File: config.mk
export PLATFORM = sky130hd
export DESIGN_NAME = fu_issue_buffer
export DESIGN_NICKNAME = d
export VERILOG_FILES = /design/src/rtl/fu_issue_buffer.sv
export SDC_FILE = /design/constraint.sdc
export NUM_CORES = 2
export LEC_CHECK = 0
export CORE_MARGIN = 8
export CORE_UTILIZATION = 35
export CTS_BUF_LIST = sky130_fd_sc_hd__clkbuf_16
export DETAILED_ROUTE_END_ITERATION = 10
export GPL_ROUTABILITY_DRIVEN = 0
export PLACE_DENSITY = 0.52
export SKIP_LAST_GASP = 1
export SLEW_MARGIN = 20
export SYNTH_ARGS = -nofsm -noshare
export SYNTH_HDL_FRONTEND = slang
export SYNTH_SLANG_ARGS = --single-unit
File: constraint.sdc
create_clock -name clock -period 15.9 [get_ports clock]
set_input_delay 4.77 -clock clock [delete_from_list [all_inputs] [get_ports clock]]
set_output_delay 4.77 -clock clock [all_outputs]
set_load 0.02 [all_outputs]
File: src/rtl/fu_issue_buffer.sv
// fu_issue_buffer: age-ordered issue FIFO between RS select and one FU class.
// Optional same-cycle bypass when empty: define FU_ISSUE_BUF_BYPASS_EN.
module fu_issue_buffer #(
    parameter int NUM_IN = 2,
    parameter int NUM_FU = 3,
    parameter int DEPTH  = 8,
    parameter int DATA_W = 64
) (
    input  logic                              clock,
    input  logic                              reset,
    input  logic                              squash,
    input  logic [NUM_IN-1:0]                 in_valid,
    input  logic [NUM_IN-1:0][DATA_W-1:0]     in_data,
    output logic [$clog2(DEPTH+1)-1:0]        free_slots,
    input  logic [NUM_FU-1:0]                 fu_avail,
    output logic [NUM_FU-1:0]                 out_valid,
    output logic [NUM_FU-1:0][DATA_W-1:0]     out_data,
    output logic [$clog2(DEPTH+1)-1:0]        count,
    output logic                              overflow
);

    localparam int CW = $clog2(DEPTH+1);
    localparam int PW = $clog2(DEPTH);
    localparam logic [CW-1:0] DEPTH_C = CW'(DEPTH);

    logic [DATA_W-1:0] r_mem [DEPTH];
    logic [DEPTH-1:0]  r_vld;
    logic [PW-1:0]     r_head;
    logic [PW-1:0]     r_tail;
    logic [CW-1:0]     r_count;
    logic              r_ovf;

    logic [CW-1:0]     w_free;
    logic [CW-1:0]     w_k;
    logic [CW-1:0]     w_n;
    logic [PW-1:0]     w_ridx;
    logic [PW-1:0]     w_widx;
    logic [NUM_IN-1:0] w_used;
    logic [DEPTH-1:0]  w_deq;
    logic [DEPTH-1:0]  w_wen;
    logic [DATA_W-1:0] w_wdata [DEPTH];
    logic              w_ovf;
`ifdef FU_ISSUE_BUF_BYPASS_EN
    logic              w_found;
`endif

    assign free_slots = w_free;
    assign count      = r_count;
    assign overflow   = r_ovf;

    // Map oldest entries (or bypassed lanes when empty) onto available FUs
    always_comb begin
        w_k       = '0;
        w_deq     = '0;
        w_ridx    = '0;
        w_used    = '0;
        out_valid = '0;
        out_data  = '0;
`ifdef FU_ISSUE_BUF_BYPASS_EN
        w_found   = 1'b0;
`endif
        if (!squash) begin
            for (int i = 0; i < NUM_FU; i++) begin
                w_ridx = r_head + w_k[PW-1:0];
                if (fu_avail[i] && (w_k < r_count) && r_vld[w_ridx]) begin
                    out_valid[i]  = 1'b1;
                    out_data[i]   = r_mem[w_ridx];
                    w_deq[w_ridx] = 1'b1;
                    w_k           = w_k + CW'(1);
                end
            end
`ifdef FU_ISSUE_BUF_BYPASS_EN
            if (r_count == '0) begin
                for (int i = 0; i < NUM_FU; i++) begin
                    w_found = 1'b0;
                    if (fu_avail[i]) begin
                        for (int l = 0; l < NUM_IN; l++) begin
                            if (!w_found && in_valid[l] && !w_used[l]) begin
                                w_found      = 1'b1;
                                w_used[l]    = 1'b1;
                                out_valid[i] = 1'b1;
                                out_data[i]  = in_data[l];
                            end
                        end
                    end
                end
            end
`endif
        end
    end

    // Compact remaining valid lanes into free slots at tail; flag any drops
    always_comb begin
        w_free = DEPTH_C - r_count;
        w_n    = '0;
        w_ovf  = 1'b0;
        w_wen  = '0;
        w_widx = '0;
        for (int e = 0; e < DEPTH; e++) begin
            w_wdata[e] = '0;
        end
        for (int l = 0; l < NUM_IN; l++) begin
            if (in_valid[l] && !w_used[l]) begin
                if (w_n < w_free) begin
                    w_widx          = r_tail + w_n[PW-1:0];
                    w_wen[w_widx]   = 1'b1;
                    w_wdata[w_widx] = in_data[l];
                    w_n             = w_n + CW'(1);
                end else begin
                    w_ovf = 1'b1;
                end
            end
        end
    end

    // Pointer, occupancy, valid-bit and sticky overflow state
    always_ff @(posedge clock or negedge reset) begin
        if (!reset) begin
            r_head  <= '0;
            r_tail  <= '0;
            r_count <= '0;
            r_vld   <= '0;
            r_ovf   <= 1'b0;
        end else begin
            if (w_ovf) begin
                r_ovf <= 1'b1;
            end
            if (squash) begin
                r_head  <= '0;
                r_tail  <= '0;
                r_count <= '0;
                r_vld   <= '0;
            end else begin
                r_head  <= r_head + w_k[PW-1:0];
                r_tail  <= r_tail + w_n[PW-1:0];
                r_count <= r_count + w_n - w_k;
                r_vld   <= (r_vld & ~w_deq) | w_wen;
            end
        end
    end

    // Payload storage; contents are qualified by r_vld so no reset needed
    always_ff @(posedge clock) begin
        for (int e = 0; e < DEPTH; e++) begin
            if (w_wen[e] && !squash) begin
                r_mem[e] <= w_wdata[e];
            end
        end
    end

endmodule

met1.png
Bar = 100 µm.
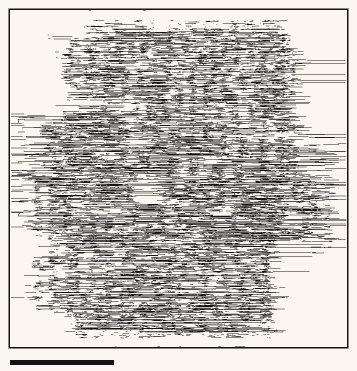
share of all routed wire: 37%
wire length on this layer: 63.0 mm
final WL: 170600 µm
DR vias: 31597
GR Layer Usage met1: 0.3914

met2.png
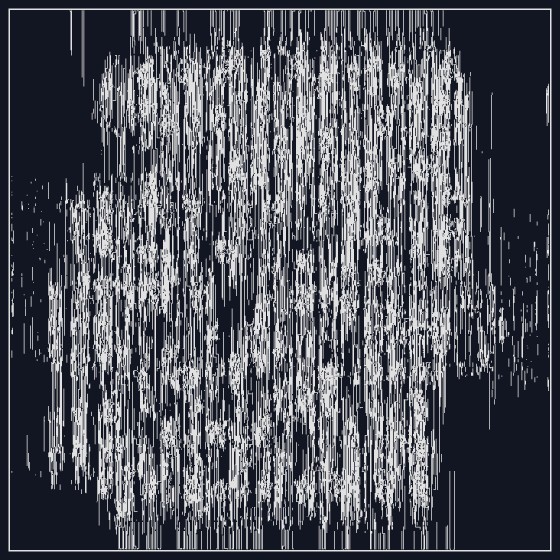
wire length on this layer: 74.1 mm
share of all routed wire: 43%
met2 GRT Util: 0.4541

met3.png
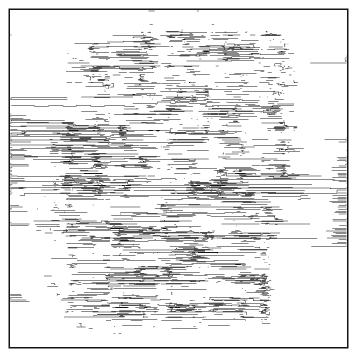
wire length on this layer: 23.5 mm
nets with wire on the layer: 670
met3 global-route usage: 0.09374

met4.png
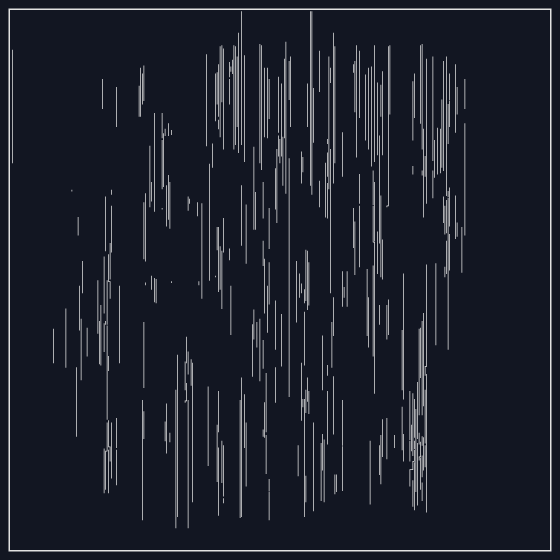
share of all routed wire: 5.8%
nets with wire on the layer: 157
main direction: vertical

==> impl_metrics.csv <==
group,metric,value,unit
worst_setup_path,r2r_start,"r_head[2]",
power_and_ir_drop,combinationalPower,3.08,mW
worst_setup_path,r2r-end,"count[3]",
grt,gr-total-overflow,0,
hold_path,holdCritPathClass,"register to register",
clock_tree,clock_tree.root_cell,"clkbuf_16",
worst_setup_path,path_class,"input port to output port",
clock_tree,cts_setup_buffers,0,
synth,yosys_area,0.03340,mm²
synth,synth.area.top_cells,"edfxtp_1, o22ai_1, mux4_2, a22o_1, mux2i_1",
worst_setup_path,cpPeakStageDelay,0.73,ns
grt,grt_usage,0.3035,
drt,first_pass_iters,6,
sta,grt_setup_unrepaired,"false",
power_and_ir_drop,internal_power,3.837,mW
sta,max_clock_freq,0.06442,GHz
power_and_ir_drop,power_leakage,13.15,nW
sta,drv_slew,0,
final_layout,final_cell_mix,"o22ai_1, edfxtp_1, clkdlybuf4s50_1, nor2_1, a22o_1",
power_and_ir_drop,p_clk,1.43,mW
clock_tree,cts_tree,"built",
sta,max_slew_margin,0.2096,
drt,drt.antenna.violating_nets,0,
final_layout,fin_area,0.03980,mm²
grt,antenna_found_initial,21,
placed_design,port_buffers,339,
flow_run,warnings,29,
placed_design,dp_hpwl,92750,µm
hold_path,whs_path_depth,1,
worst_setup_path,path_cells,"clkdlybuf4s50_1 > o21a_1 > o31ai_1 > inv_1 > ha_1 > ha_1 > xnor2_1 > nand2_1 > a22oi_4 > ha_1 > ha_4 > ha_4 > a21oi_1 > buf_4 > xor2_4 > mux2i_1 > or3_4 > buf_12 > nor3_1 > clkdlybuf4s50_1",
power_and_ir_drop,max-vdd-ir-drop,0.0001783,V
grt,grt_max_degree,77,
floorplanning,die.size.x,324.9,µm
synth,synth_cell_types,60,
status,status,"finished, final reports clean",
power_and_ir_drop,p_switching,2.666,mW
clock_tree,clk_pin_slew,0.07,ns
power_and_ir_drop,p_seq_frac,0.307,
floorplanning,die_h,324.9,µm
routing by layer:
layer	GRT usage	routed length, µm	up-vias
met5	0	67	-
met4	0.1638	9929	10
met3	0.09374	23470	710
met2	0.4541	74080	3098
met1	0.3914	63030	15628
li1	-	-	12151
area by class of cell:
type / instances / area (µm²)
Timing Repair Buffer: 438 / 4267
Inverter: 24 / 92.59
Clock inverter: 49 / 365.4
Tap cell: 1265 / 1583
Multi-Input combinational cell: 2003 / 16000
Sequential cell: 531 / 15850
Antenna cell: 17 / 42.54
Clock buffer: 64 / 1602
Fill cell: 8927 / 54930
per-stage QoR:
stage          worst slack [ns]  instances
2_1_floorplan             1.944       2991
3_3_place_gp             0.6250       4259
3_5_place_dp             0.5055       4260
4_1_cts                  0.4800       4373
5_1_grt                  0.2068       4384
6_report                 0.3778       4391
state kept, by name (all words and copies together) (netlist names):
register and flops:
count 4, overflow 1, r_head 3, r_mem 512, r_tail 3, r_vld 8
worst max-delay path, delay by kind of cell:
family	cells	cell delay, ns
AND-OR/OR-AND	4	0.67
XOR/XNOR	2	0.89
adder cells (fa/ha/maj)	5	1.15
buffers and inverters	5	1.81
multiplexers	1	0.13
AND/OR/NAND/NOR	3	1.31
how the worst max path moves through the flow:
| stage | startpoint | to | slack, ns | cells after the start |
|---|---|---|---|---|
| global placement | fu_avail[0] | out_data[180] | 0.63 | 21 |
| detailed placement | fu_avail[0] | out_data[133] | 0.51 | 20 |
| global route | fu_avail[0] | out_data[133] | 0.21 | 20 |
| finish | fu_avail[0] | out_data[133] | 0.38 | 20 |
| CTS | fu_avail[0] | out_data[133] | 0.48 | 20 |
| floorplan | fu_avail[0] | out_data[163] | 1.94 | 18 |
Power figures rest on the tool's default switching activity, not on a simulated workload.
